<file path="src/rtl/UART_pkg.sv">
// ---------------------------------------------------------------------------
// UART_pkg : shared UART constants and the config-request FSM state type.
// Rev 1.0
// ---------------------------------------------------------------------------
`default_nettype none

package UART_pkg;

  // 10 ms at a 50 MHz system clock
  localparam int COUNT_10MS  = 500_000;
  localparam int COUNT_STUCK = 2 * COUNT_10MS;

  typedef enum logic [2:0] {
    IDLE         = 3'd0,
    LOW_CNT      = 3'd1,
    WAIT_RELEASE = 3'd2,
    REQ          = 3'd3,
    STUCK        = 3'd4
  } cfg_req_fsm_e;

endpackage : UART_pkg

`default_nettype wire

</file>
<file path="src/rtl/sync_2ff.sv">
// ---------------------------------------------------------------------------
// sync_2ff : two-flop synchronizer for a single asynchronous input.
// Rev 1.0
// ---------------------------------------------------------------------------
`default_nettype none

module sync_2ff #(
  parameter logic RESET_VAL = 1'b1
) (
  input  logic i_clk,
  input  logic i_rst_n,
  input  logic i_d,
  output logic o_q
);

  logic r_meta;
  logic r_sync;

  always_ff @(posedge i_clk or negedge i_rst_n) begin
    if (!i_rst_n) begin
      r_meta <= RESET_VAL;
      r_sync <= RESET_VAL;
    end else begin
      r_meta <= i_d;
      r_sync <= r_meta;
    end
  end

  assign o_q = r_sync;

endmodule : sync_2ff

`default_nettype wire

</file>
<file path="src/rtl/cfg_req_detector.sv">
// ---------------------------------------------------------------------------
// cfg_req_detector : detects a long low "break" on the UART RX line as a
// configuration request, and flags a line stuck low. Rev 1.0
// ---------------------------------------------------------------------------
`default_nettype none

module cfg_req_detector
  import UART_pkg::*;
#(
  parameter int REQ_COUNT   = COUNT_10MS,
  parameter int STUCK_COUNT = 2 * COUNT_10MS
) (
  input  logic clk_i,
  input  logic rst_n_i,
  input  logic rx_i,
  input  logic enable_i,
  input  logic req_ackn_i,
  output logic config_req_slv_o,
  output logic frame_discard_o,
  output logic rx_inhibit_o,
  output logic line_fault_o
);

  localparam int c_cnt_w = $clog2(STUCK_COUNT + 1);
  localparam logic [c_cnt_w-1:0] c_req_last   = c_cnt_w'(REQ_COUNT - 1);
  localparam logic [c_cnt_w-1:0] c_stuck_last = c_cnt_w'(STUCK_COUNT - 1);
  localparam logic [c_cnt_w-1:0] c_cnt_max    = c_cnt_w'(STUCK_COUNT);
  localparam logic [c_cnt_w-1:0] c_cnt_one    = c_cnt_w'(1);

  generate
    if (STUCK_COUNT <= REQ_COUNT || REQ_COUNT < 2) begin : g_param_check
      $error("cfg_req_detector: requires REQ_COUNT >= 2 and STUCK_COUNT > REQ_COUNT");
    end
  endgenerate

  logic               w_rx_s;
  cfg_req_fsm_e       r_state;
  cfg_req_fsm_e       w_state_nxt;
  logic [c_cnt_w-1:0] r_cnt;
  logic [c_cnt_w-1:0] w_cnt_nxt;
  logic [c_cnt_w-1:0] w_cnt_inc;
  logic               r_req;
  logic               r_discard;
  logic               r_inhibit;
  logic               r_fault;

  sync_2ff #(
    .RESET_VAL(1'b1)
  ) u_rx_sync (
    .i_clk   (clk_i),
    .i_rst_n (rst_n_i),
    .i_d     (rx_i),
    .o_q     (w_rx_s)
  );

  assign w_cnt_inc = (r_cnt == c_cnt_max) ? r_cnt : r_cnt + c_cnt_one;

  always_comb begin
    w_state_nxt = r_state;
    w_cnt_nxt   = r_cnt;
    case (r_state)
      IDLE: begin
        w_cnt_nxt = '0;
        if (enable_i && !w_rx_s) begin
          w_state_nxt = LOW_CNT;
          w_cnt_nxt   = c_cnt_one;
        end
      end
      LOW_CNT: begin
        if (!enable_i || w_rx_s) begin
          w_state_nxt = IDLE;
          w_cnt_nxt   = '0;
        end else begin
          w_cnt_nxt = w_cnt_inc;
          if (r_cnt == c_req_last) w_state_nxt = WAIT_RELEASE;
        end
      end
      WAIT_RELEASE: begin
        if (!enable_i) begin
          w_state_nxt = IDLE;
          w_cnt_nxt   = '0;
        end else if (w_rx_s) begin
          w_state_nxt = REQ;
          w_cnt_nxt   = '0;
        end else begin
          w_cnt_nxt = w_cnt_inc;
          if (r_cnt == c_stuck_last) w_state_nxt = STUCK;
        end
      end
      // enable_i is deliberately ignored here: only the acknowledge releases a request
      REQ: begin
        w_cnt_nxt = '0;
        if (req_ackn_i) w_state_nxt = IDLE;
      end
      STUCK: begin
        w_cnt_nxt = '0;
        if (w_rx_s) w_state_nxt = IDLE;
      end
      default: begin
        w_state_nxt = IDLE;
        w_cnt_nxt   = '0;
      end
    endcase
  end

  always_ff @(posedge clk_i or negedge rst_n_i) begin
    if (!rst_n_i) begin
      r_state <= IDLE;
      r_cnt   <= '0;
    end else begin
      r_state <= w_state_nxt;
      r_cnt   <= w_cnt_nxt;
    end
  end

  // Outputs decode the next state so they line up with the state register.
  always_ff @(posedge clk_i or negedge rst_n_i) begin
    if (!rst_n_i) begin
      r_req     <= 1'b0;
      r_discard <= 1'b0;
      r_inhibit <= 1'b0;
      r_fault   <= 1'b0;
    end else begin
      r_req     <= (w_state_nxt == REQ);
      r_discard <= (r_state == LOW_CNT) && (w_state_nxt == WAIT_RELEASE);
      r_inhibit <= (w_state_nxt == WAIT_RELEASE) || (w_state_nxt == REQ) ||
                   (w_state_nxt == STUCK);
      if ((r_state != STUCK) && (w_state_nxt == STUCK)) begin
        r_fault <= 1'b1;
      end else if (req_ackn_i) begin
        r_fault <= 1'b0;
      end
    end
  end

  assign config_req_slv_o = r_req;
  assign frame_discard_o  = r_discard;
  assign rx_inhibit_o     = r_inhibit;
  assign line_fault_o     = r_fault;

endmodule : cfg_req_detector

`default_nettype wire

</file>
<file path="config.mk">
export PLATFORM = sky130hd
export DESIGN_NAME = cfg_req_detector
export DESIGN_NICKNAME = d
export VERILOG_FILES = /design/src/rtl/UART_pkg.sv /design/src/rtl/sync_2ff.sv /design/src/rtl/cfg_req_detector.sv
export SDC_FILE = /design/constraint.sdc
export NUM_CORES = 1
export LEC_CHECK = 0
export CAP_MARGIN = 20
export CORE_MARGIN = 3
export CORE_UTILIZATION = 50
export CTS_BUF_LIST = sky130_fd_sc_hd__clkbuf_16
export DETAILED_ROUTE_END_ITERATION = 10
export DONT_BUFFER_PORTS = 1
export PLACE_DENSITY = 0.68
export SYNTH_ARGS = -nofsm -noshare
export SYNTH_HDL_FRONTEND = slang
export SYNTH_HIERARCHICAL = 1
export SYNTH_SLANG_ARGS = --single-unit
</file>
<file path="constraint.sdc">
create_clock -name clk_i -period 1.8 [get_ports clk_i]
set_input_delay 0.36 -clock clk_i [delete_from_list [all_inputs] [get_ports clk_i]]
set_output_delay 0.36 -clock clk_i [all_outputs]
set_load 0.02 [all_outputs]
</file>
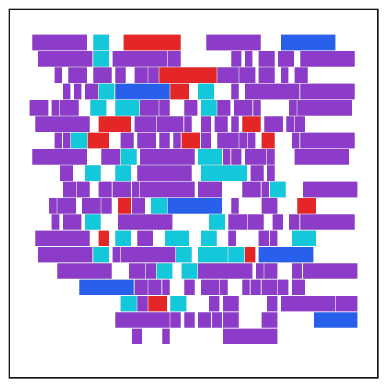
sizing.png
Scale: 6 px per um.
| color | size | cells | share |
|---|---|---|---|
| cyan | x3 and x4 | 29 | 15% |
| red | x2 | 13 | 6.9% |
| blue | x6 and larger | 6 | 3.2% |
| purple | x1 and smaller | 140 | 74% |
post-route worst setup slack: -0.04980 ns
design area: 1932 um2
Non-CTS buffers: 25

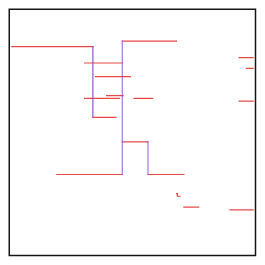
layers.png
Scale: 4 px per um. Two of the layers only.
| color | layer | wire length |
|---|---|---|
| red | M3 | 127 um |
| purple | M4 | 59.2 um |

==> flow_summary.yaml <==
# yosys + openroad results
run_status:
  status: "complete, but fails checks"
  failed_checks: "negative setup slack"
synth:
  yosys.area_share.xor_xnor: 0.05177
  largest_area_cell: "dfrtp_1"
  synth.distinct_cells: 39
  synth.logic.top_family: "simple AND/OR/NAND/NOR gates"
  mux_area_frac: 0
  synth_cells: 159
  synth_top_flop_cell: "dfrtp_1"
timing:
  setup_viol: 4
  fin_tns_setup_ns: -0.1496
  setup_slack_ns: -0.04980
  finalHoldViolations: 0
  fin_crit_ns: 1.850
setup_path:
  crit_path_end: "r_cnt[0]$_DFF_PN0_"
  cp-end-kind: "flip-flop"
  r2r_cells: 4
  max_stage_delay_ns: 0.56
  crit_type: "reg2reg"
  cp.required_ns: 2.01
min_path:
  hold_class: "in2reg"
clock_tree:
  clock_path_buffers: 2
  cts_tree: "built"
  cts_sinks: 29
  cts_setup_buffers: 0
  worst_skew_pair.late_latency_ns: 0.28
  hold_buffers: 2
power_and_ir_drop:
  pg_comb_uw: 44.6
  total_power_mw: 1.483
routing:
  antenna_left: 0
  drtIter0Drc: 59
  wl_met2_um: 1592
  dr_wl_met3_um: 126
finish:
  seq_cell_count: 29
  final_nets: 194
  top_register: "r_cnt"
  register_area_um2: 728.2
  drive_gt1_frac: 0.2553
  largest_reg_flops: 20
  synthToLayoutAreaGrowth_pct: 26.87
  nClkBuffers: 5
die:
  rows: 19
  core-area_um2: 2829
  die_w_um: 61.19
placement:
  hpwlAfterDp_um: 2310
global_route:
  grt_pass1_wl_um: 5789
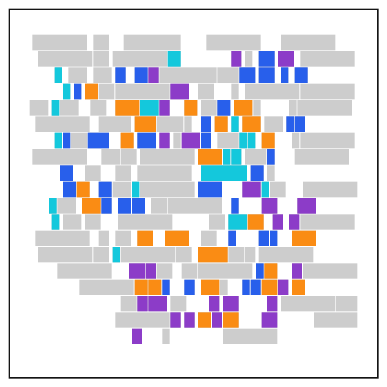
gates.png
Scale: 6 px per um.
| color | family | cells |
|---|---|---|
| purple | aoi and oai cells | 26 |
| orange | and/or cells | 25 |
| cyan | nor cells | 18 |
| blue | nand cells | 34 |
non-filler cells, final: 219
Comb/total area: 0.4087
Top cell excl fill/tap: dfrtp_1

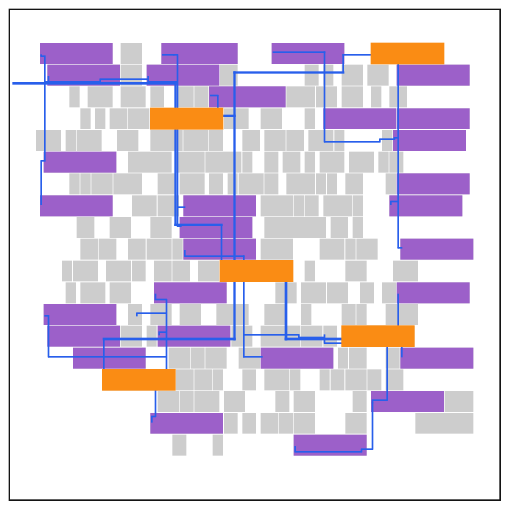
clock_wires.png
Scale: 8 px per um.
[blue] clock wires | length: 405 um
[purple] flip-flops | count: 29
[orange] clock-net drivers | count: 5
flops lie: all over the die
routed clock nets: 6
Clk pwr share: 0.521
Layout Skew: 0.006007 ns
Clk. pwr: 772 uW

cells in the mapped netlist, drive strengths merged (2+ instances only):
master / number
or4: 6
nand3: 9
nand3b: 3
nand2b: 2
xnor2: 2
a32o: 2
o31ai: 4
and4: 3
inv: 9
nor2: 13
or3: 5
xor2: 7
dfrtp: 27
ha: 2
clkbuf: 3
nor4b: 2
a21oi: 11
and2: 2
nand4: 6
and3: 4
o21ai: 9
nand2: 12
dfstp: 2
critical path, delay by kind of cell, from the launching register on:
| kind | cells | cell delay (ns) |
|---|---|---|
| AND-OR/OR-AND | 2 | 0.31 |
| flip-flops | 1 | 0.37 |
| AND/OR/NAND/NOR | 2 | 1.10 |
Power figures rest on the tool's default switching activity, not on a simulated workload.
